### Placement by cell class

Fill, decap, tap and diode cells in grey.
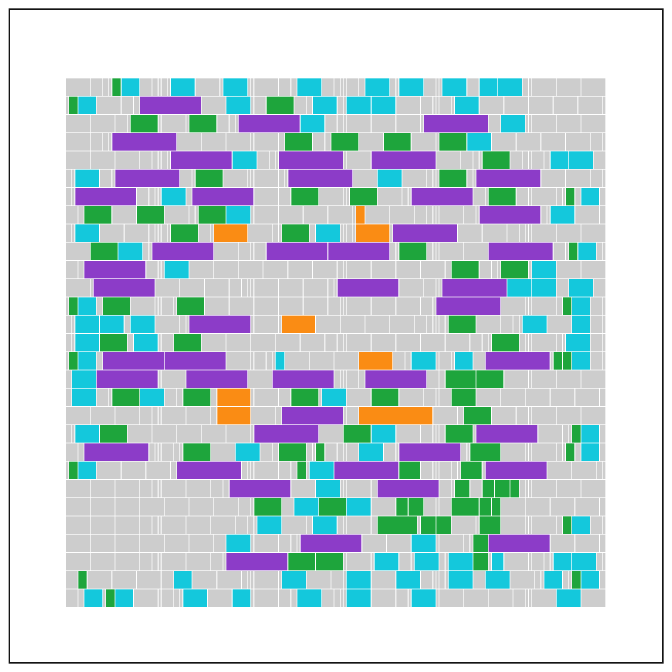
### Routed metal per tile

Scale bar: 20 um. 19 x 19 tiles, from dark blue (low) to red (high), scaled to the fullest tile. Values are wire area over tile area, all layers added.
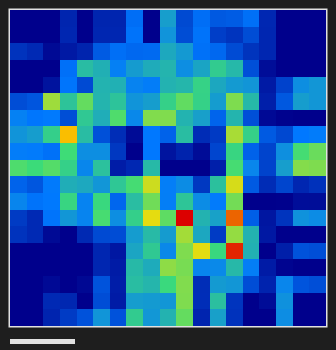
### Met3 routing

Scale bar: 20 um.
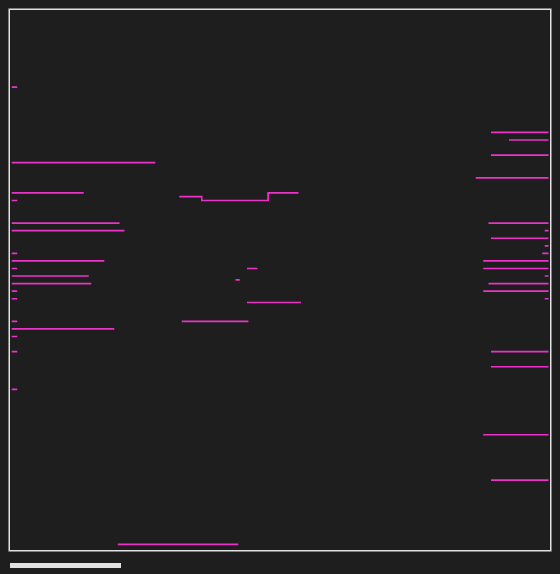
==> src/rtl/bnn_pkg.sv <==
// Shared sizing, reset defaults and FSM state type for the BNN configuration sequencer.
package bnn_pkg;

  localparam int NUM_NEURONS = 4;
  localparam int NUM_WEIGHTS = 6;
  localparam int THR_W       = 3;

  // Neuron 0 sits in the least significant slice.
  localparam logic [NUM_NEURONS*NUM_WEIGHTS-1:0] DEF_WEIGHTS =
    {6'b110011, 6'b001100, 6'b000111, 6'b111000};
  localparam logic [NUM_NEURONS*THR_W-1:0] DEF_THRESHOLDS = {4{3'd2}};

  typedef enum logic {S_RUN, S_LOAD} state_t;

  function automatic int idx_w(input int n);
    return (n <= 1) ? 1 : $clog2(n);
  endfunction

endpackage

==> src/rtl/bnn_cfg_regfile.sv <==
// Per-neuron weight/threshold storage with indexed write and flat read-out.
// Asynchronous reset returns every neuron to the package defaults.
module bnn_cfg_regfile
  import bnn_pkg::*;
#(
  parameter int NUM_NEURONS = bnn_pkg::NUM_NEURONS,
  parameter int NUM_WEIGHTS = bnn_pkg::NUM_WEIGHTS,
  parameter int THR_W       = bnn_pkg::THR_W,
  parameter int IDX_W       = idx_w(NUM_NEURONS),
  parameter logic [NUM_NEURONS*NUM_WEIGHTS-1:0] DEF_W = bnn_pkg::DEF_WEIGHTS,
  parameter logic [NUM_NEURONS*THR_W-1:0]       DEF_T = bnn_pkg::DEF_THRESHOLDS
) (
  input  logic                               clk,
  input  logic                               reset,
  input  logic                               i_we,
  input  logic [IDX_W-1:0]                   i_idx,
  input  logic [NUM_WEIGHTS-1:0]             i_weight,
  input  logic [THR_W-1:0]                   i_thr,
  output logic [NUM_NEURONS*NUM_WEIGHTS-1:0] o_weights,
  output logic [NUM_NEURONS*THR_W-1:0]       o_thresholds
);

  logic [NUM_WEIGHTS-1:0] r_w [NUM_NEURONS];
  logic [THR_W-1:0]       r_t [NUM_NEURONS];

  always_ff @(posedge clk or posedge reset) begin
    if (reset) begin
      for (int i = 0; i < NUM_NEURONS; i++) begin
        r_w[i] <= DEF_W[i*NUM_WEIGHTS +: NUM_WEIGHTS];
        r_t[i] <= DEF_T[i*THR_W +: THR_W];
      end
    end else if (i_we) begin
      r_w[i_idx] <= i_weight;
      r_t[i_idx] <= i_thr;
    end
  end

  always_comb begin
    o_weights    = '0;
    o_thresholds = '0;
    for (int i = 0; i < NUM_NEURONS; i++) begin
      o_weights[i*NUM_WEIGHTS +: NUM_WEIGHTS] = r_w[i];
      o_thresholds[i*THR_W +: THR_W]          = r_t[i];
    end
  end

endmodule

==> src/rtl/bnn_cfg_sequencer.sv <==
// Config/inference sequencer for the BNN XNOR-popcount neuron array.
// Optional inference counter enabled by defining BNN_PERF_CNT_EN.
module bnn_cfg_sequencer
  import bnn_pkg::*;
#(
  parameter int NUM_NEURONS = bnn_pkg::NUM_NEURONS,
  parameter int NUM_WEIGHTS = bnn_pkg::NUM_WEIGHTS,
  parameter int THR_W       = bnn_pkg::THR_W
) (
  input  logic                               clk,
  input  logic                               reset,
  input  logic                               cfg_start,
  input  logic                               cfg_valid,
  output logic                               cfg_ready,
  input  logic [NUM_WEIGHTS+THR_W-1:0]       cfg_data,
  output logic                               cfg_busy,
  input  logic                               in_valid,
  output logic                               in_ready,
  input  logic [NUM_WEIGHTS-1:0]             in_data,
  output logic                               out_valid,
  input  logic                               out_ready,
  output logic [NUM_NEURONS-1:0]             out_data,
  output logic [NUM_WEIGHTS-1:0]             dp_in_data,
  output logic [NUM_NEURONS*NUM_WEIGHTS-1:0] dp_weights,
  output logic [NUM_NEURONS*THR_W-1:0]       dp_thresholds,
  input  logic [NUM_NEURONS-1:0]             dp_result,
  output logic [15:0]                        perf_count
);

  localparam int IDX_W = idx_w(NUM_NEURONS);
  localparam logic [IDX_W-1:0] LAST_IDX = IDX_W'(NUM_NEURONS - 1);

  state_t                 r_state, w_state_nxt;
  logic [IDX_W-1:0]       r_cfg_idx, w_idx_nxt;
  logic                   r_cfg_pend, w_pend_nxt;
  logic                   r_out_valid;
  logic [NUM_NEURONS-1:0] r_out_data;
  logic                   w_we;
  logic                   w_drained;
  logic                   w_in_fire;
  logic                   w_out_fire;

  assign w_out_fire = r_out_valid & out_ready;
  // The output slot is free this cycle if empty or being consumed now.
  assign w_drained  = ~r_out_valid | out_ready;
  assign w_in_fire  = in_valid & in_ready;

  always_ff @(posedge clk or posedge reset) begin
    if (reset) begin
      r_state    <= S_RUN;
      r_cfg_idx  <= '0;
      r_cfg_pend <= 1'b0;
    end else begin
      r_state    <= w_state_nxt;
      r_cfg_idx  <= w_idx_nxt;
      r_cfg_pend <= w_pend_nxt;
    end
  end

  always_comb begin
    w_state_nxt = r_state;
    w_idx_nxt   = r_cfg_idx;
    w_pend_nxt  = r_cfg_pend;
    in_ready    = 1'b0;
    cfg_ready   = 1'b0;
    w_we        = 1'b0;
    case (r_state)
      S_RUN: begin
        in_ready = ~r_cfg_pend & ~cfg_start & w_drained;
        // A reload waits until the pending result leaves the output stage.
        if (cfg_start || r_cfg_pend) begin
          if (w_drained) begin
            w_state_nxt = S_LOAD;
            w_idx_nxt   = '0;
            w_pend_nxt  = 1'b0;
          end else begin
            w_pend_nxt  = 1'b1;
          end
        end
      end
      S_LOAD: begin
        cfg_ready = ~cfg_start;
        if (cfg_start) begin
          w_idx_nxt = '0;
        end else if (cfg_valid) begin
          w_we = 1'b1;
          if (r_cfg_idx == LAST_IDX) begin
            w_state_nxt = S_RUN;
            w_idx_nxt   = '0;
          end else begin
            w_idx_nxt = r_cfg_idx + IDX_W'(1);
          end
        end
      end
      default: w_state_nxt = S_RUN;
    endcase
  end

  // Output stage: one registered, back-pressurable result slot.
  always_ff @(posedge clk or posedge reset) begin
    if (reset) begin
      r_out_valid <= 1'b0;
      r_out_data  <= '0;
    end else if (w_in_fire) begin
      r_out_valid <= 1'b1;
      r_out_data  <= dp_result;
    end else if (w_out_fire) begin
      r_out_valid <= 1'b0;
    end
  end

  bnn_cfg_regfile #(
    .NUM_NEURONS (NUM_NEURONS),
    .NUM_WEIGHTS (NUM_WEIGHTS),
    .THR_W       (THR_W),
    .IDX_W       (IDX_W)
  ) u_regfile (
    .clk          (clk),
    .reset        (reset),
    .i_we         (w_we),
    .i_idx        (r_cfg_idx),
    .i_weight     (cfg_data[NUM_WEIGHTS-1:0]),
    .i_thr        (cfg_data[NUM_WEIGHTS +: THR_W]),
    .o_weights    (dp_weights),
    .o_thresholds (dp_thresholds)
  );

  assign cfg_busy   = (r_state == S_LOAD);
  assign out_valid  = r_out_valid;
  assign out_data   = r_out_data;
  assign dp_in_data = in_data;

`ifdef BNN_PERF_CNT_EN
  logic [15:0] r_perf;
  logic        w_enter_load;

  assign w_enter_load = (r_state == S_RUN) && (w_state_nxt == S_LOAD);

  always_ff @(posedge clk or posedge reset) begin
    if (reset) begin
      r_perf <= '0;
    end else if (w_enter_load) begin
      r_perf <= '0;
    end else if (w_in_fire && (r_perf != 16'hFFFF)) begin
      r_perf <= r_perf + 16'd1;
    end
  end

  assign perf_count = r_perf;
`else
  assign perf_count = '0;
`endif

endmodule

==> config.mk <==
export PLATFORM = sky130hd
export DESIGN_NAME = bnn_cfg_sequencer
export DESIGN_NICKNAME = d
export VERILOG_FILES = /design/src/rtl/bnn_pkg.sv /design/src/rtl/bnn_cfg_regfile.sv /design/src/rtl/bnn_cfg_sequencer.sv
export SDC_FILE = /design/constraint.sdc
export NUM_CORES = 1
export LEC_CHECK = 0
export CAP_MARGIN = 10
export CORE_MARGIN = 8
export CORE_UTILIZATION = 30
export DETAILED_ROUTE_END_ITERATION = 10
export GPL_TIMING_DRIVEN = 0
export RECOVER_POWER = 50
export SLEW_MARGIN = 20
export SYNTH_ARGS = -nofsm -noshare
export SYNTH_HDL_FRONTEND = slang
export SYNTH_HIERARCHICAL = 1
export SYNTH_SLANG_ARGS = --single-unit
export TNS_END_PERCENT = 100
==> constraint.sdc <==
create_clock -name clk -period 3.65 [get_ports clk]
set_input_delay 0.73 -clock clk [delete_from_list [all_inputs] [get_ports clk]]
set_output_delay 0.73 -clock clk [all_outputs]
set_load 0.02 [all_outputs]
==> flow_metrics.py <==
# Auto-generated metrics
metrics = {
    "outcome": {
        "status": "complete, no violations",
    },
    "place": {
        "dpl.hpwl_um": 3547,
        "dp.cells": 296,
        "post-place-ws_ns": 0.6860,
        "placed_area_sq_um": 2830,
    },
    "worst_setup_path": {
        "path_cells": "dlygate4sd3_1 -> nor4_1 -> clkdlybuf4s50_1",
        "r2r_start": "cfg_busy$_DFF_PP0_",
        "cp-end-kind": "output pin",
        "crit_start": "cfg_start",
        "cpLargestDelayFamily": "buffers and inverters",
        "ff2ff_setup_slack_ns": 1.62,
        "reg2regPathDepth": 6,
        "worst-path-max-fanout": 6,
    },
    "cells_and_area": {
        "logic_gates": 78,
        "inverters": 3,
        "nonClkBufAreaFrac_pct": 29.44,
        "flop-count": 45,
        "seqCellArea_sq_um": 1146,
        "mostFrequentLayoutCell": "clkdlybuf4s50_1",
        "nFillCells": 613,
        "largest_register_ffs": 24,
        "nNetsFinal": 252,
        "antenna_cells": 0,
        "stdcell_area_sq_um": 2928,
        "seq_share_pct": 39.15,
        "nClkBuffers": 7,
    },
    "pwr": {
        "p_leak_nw": 1.326,
        "p_clk_mw": 0.387,
        "p_sw_mw": 0.5086,
        "comb_cell_power_mw": 0.587,
        "p_clk_share_pct": 23.0,
        "p_seq_share_pct": 42.2,
        "maxPowerGroup": "registers",
        "power_mw": 1.684,
    },
    "grt": {
        "grt.busiest_layer": "met2",
        "grtUsageMet1_pct": 11.98,
        "grt_pass1_wl_um": 7631,
        "antenna_found_initial": 0,
    },
    "synthesis": {
        "postSynthAreaPerCell_sq_um": 14.64,
        "top_cell_area_share_pct": 36.71,
        "synthTopCellsByArea": "dfrtp_1, mux2_2, dfstp_2, buf_4, nand3b_2",
        "ys_sh_aoi_pct": 2.278,
        "synth-xor-area-share_pct": 0,
        "synthTopCellsByCount": "mux2_2, dfrtp_1, buf_4, dfstp_2, inv_1",
        "simple_gate_area_share_pct": 5.443,
        "yosysUniqueCellTypes": 24,
        "async_flop_share_pct": 100.0,
    },
    "timing": {
        "slew_viol_final": 0,
        "clock_skew_ns": 0.004195,
        "hold_slack_ns": 0.5023,
        "fin_ws_ns": 0.6203,
    },
    "hold_path": {
        "min_to": "u_regfile/o_thresholds[9]$_DFFE_PP0P_",
    },
    "routing": {
        "drt_iter0_markers": 19,
        "drcViolationCount": 0,
        "vias_per_cell": 4.299,
        "postRouteAntennaNets": 0,
        "dr.pass1.iters": 3,
        "wl_met3_um": 363,
    },
    "flow_run": {
        "warning_count": 26,
        "drv_cap": 0,
    },
    "floorplan": {
        "tap_cells": 77,
        "core_sq_um": 6350,
    },
    "clock_tree": {
        "cts_buffer_depth": 2,
        "cts_setup_buffers": 0,
    },
}
Back to the opening pictures, 'Placement by cell class':
Key: clock drivers and dummy loads = orange [cells 8]; remaining logic cells = green [cells 81]; registers = purple [cells 45]; remaining buffers and delay cells = cyan [cells 93]

Back to the opening pictures, 'Routed metal per tile':
The fullest tile reaches 0.34. The densest ninth of the die: bottom middle. 10% of the tiles are over half the peak. 20% of the tiles are nearly empty. The emptiest ninth of the die: bottom left. The mean over all tiles is 0.080.

Back to the opening pictures, 'Met3 routing':
The layer carries 363 um of wire. 39 nets have wire on it. The layer holds 7.7% of the routed length. The longest straight run is 25.5 um.
GRT met3 Usage: 3.983%
Vias: 1307
final WL: 4722 um

No activity file was given, so power comes from the tool's default toggle rates.
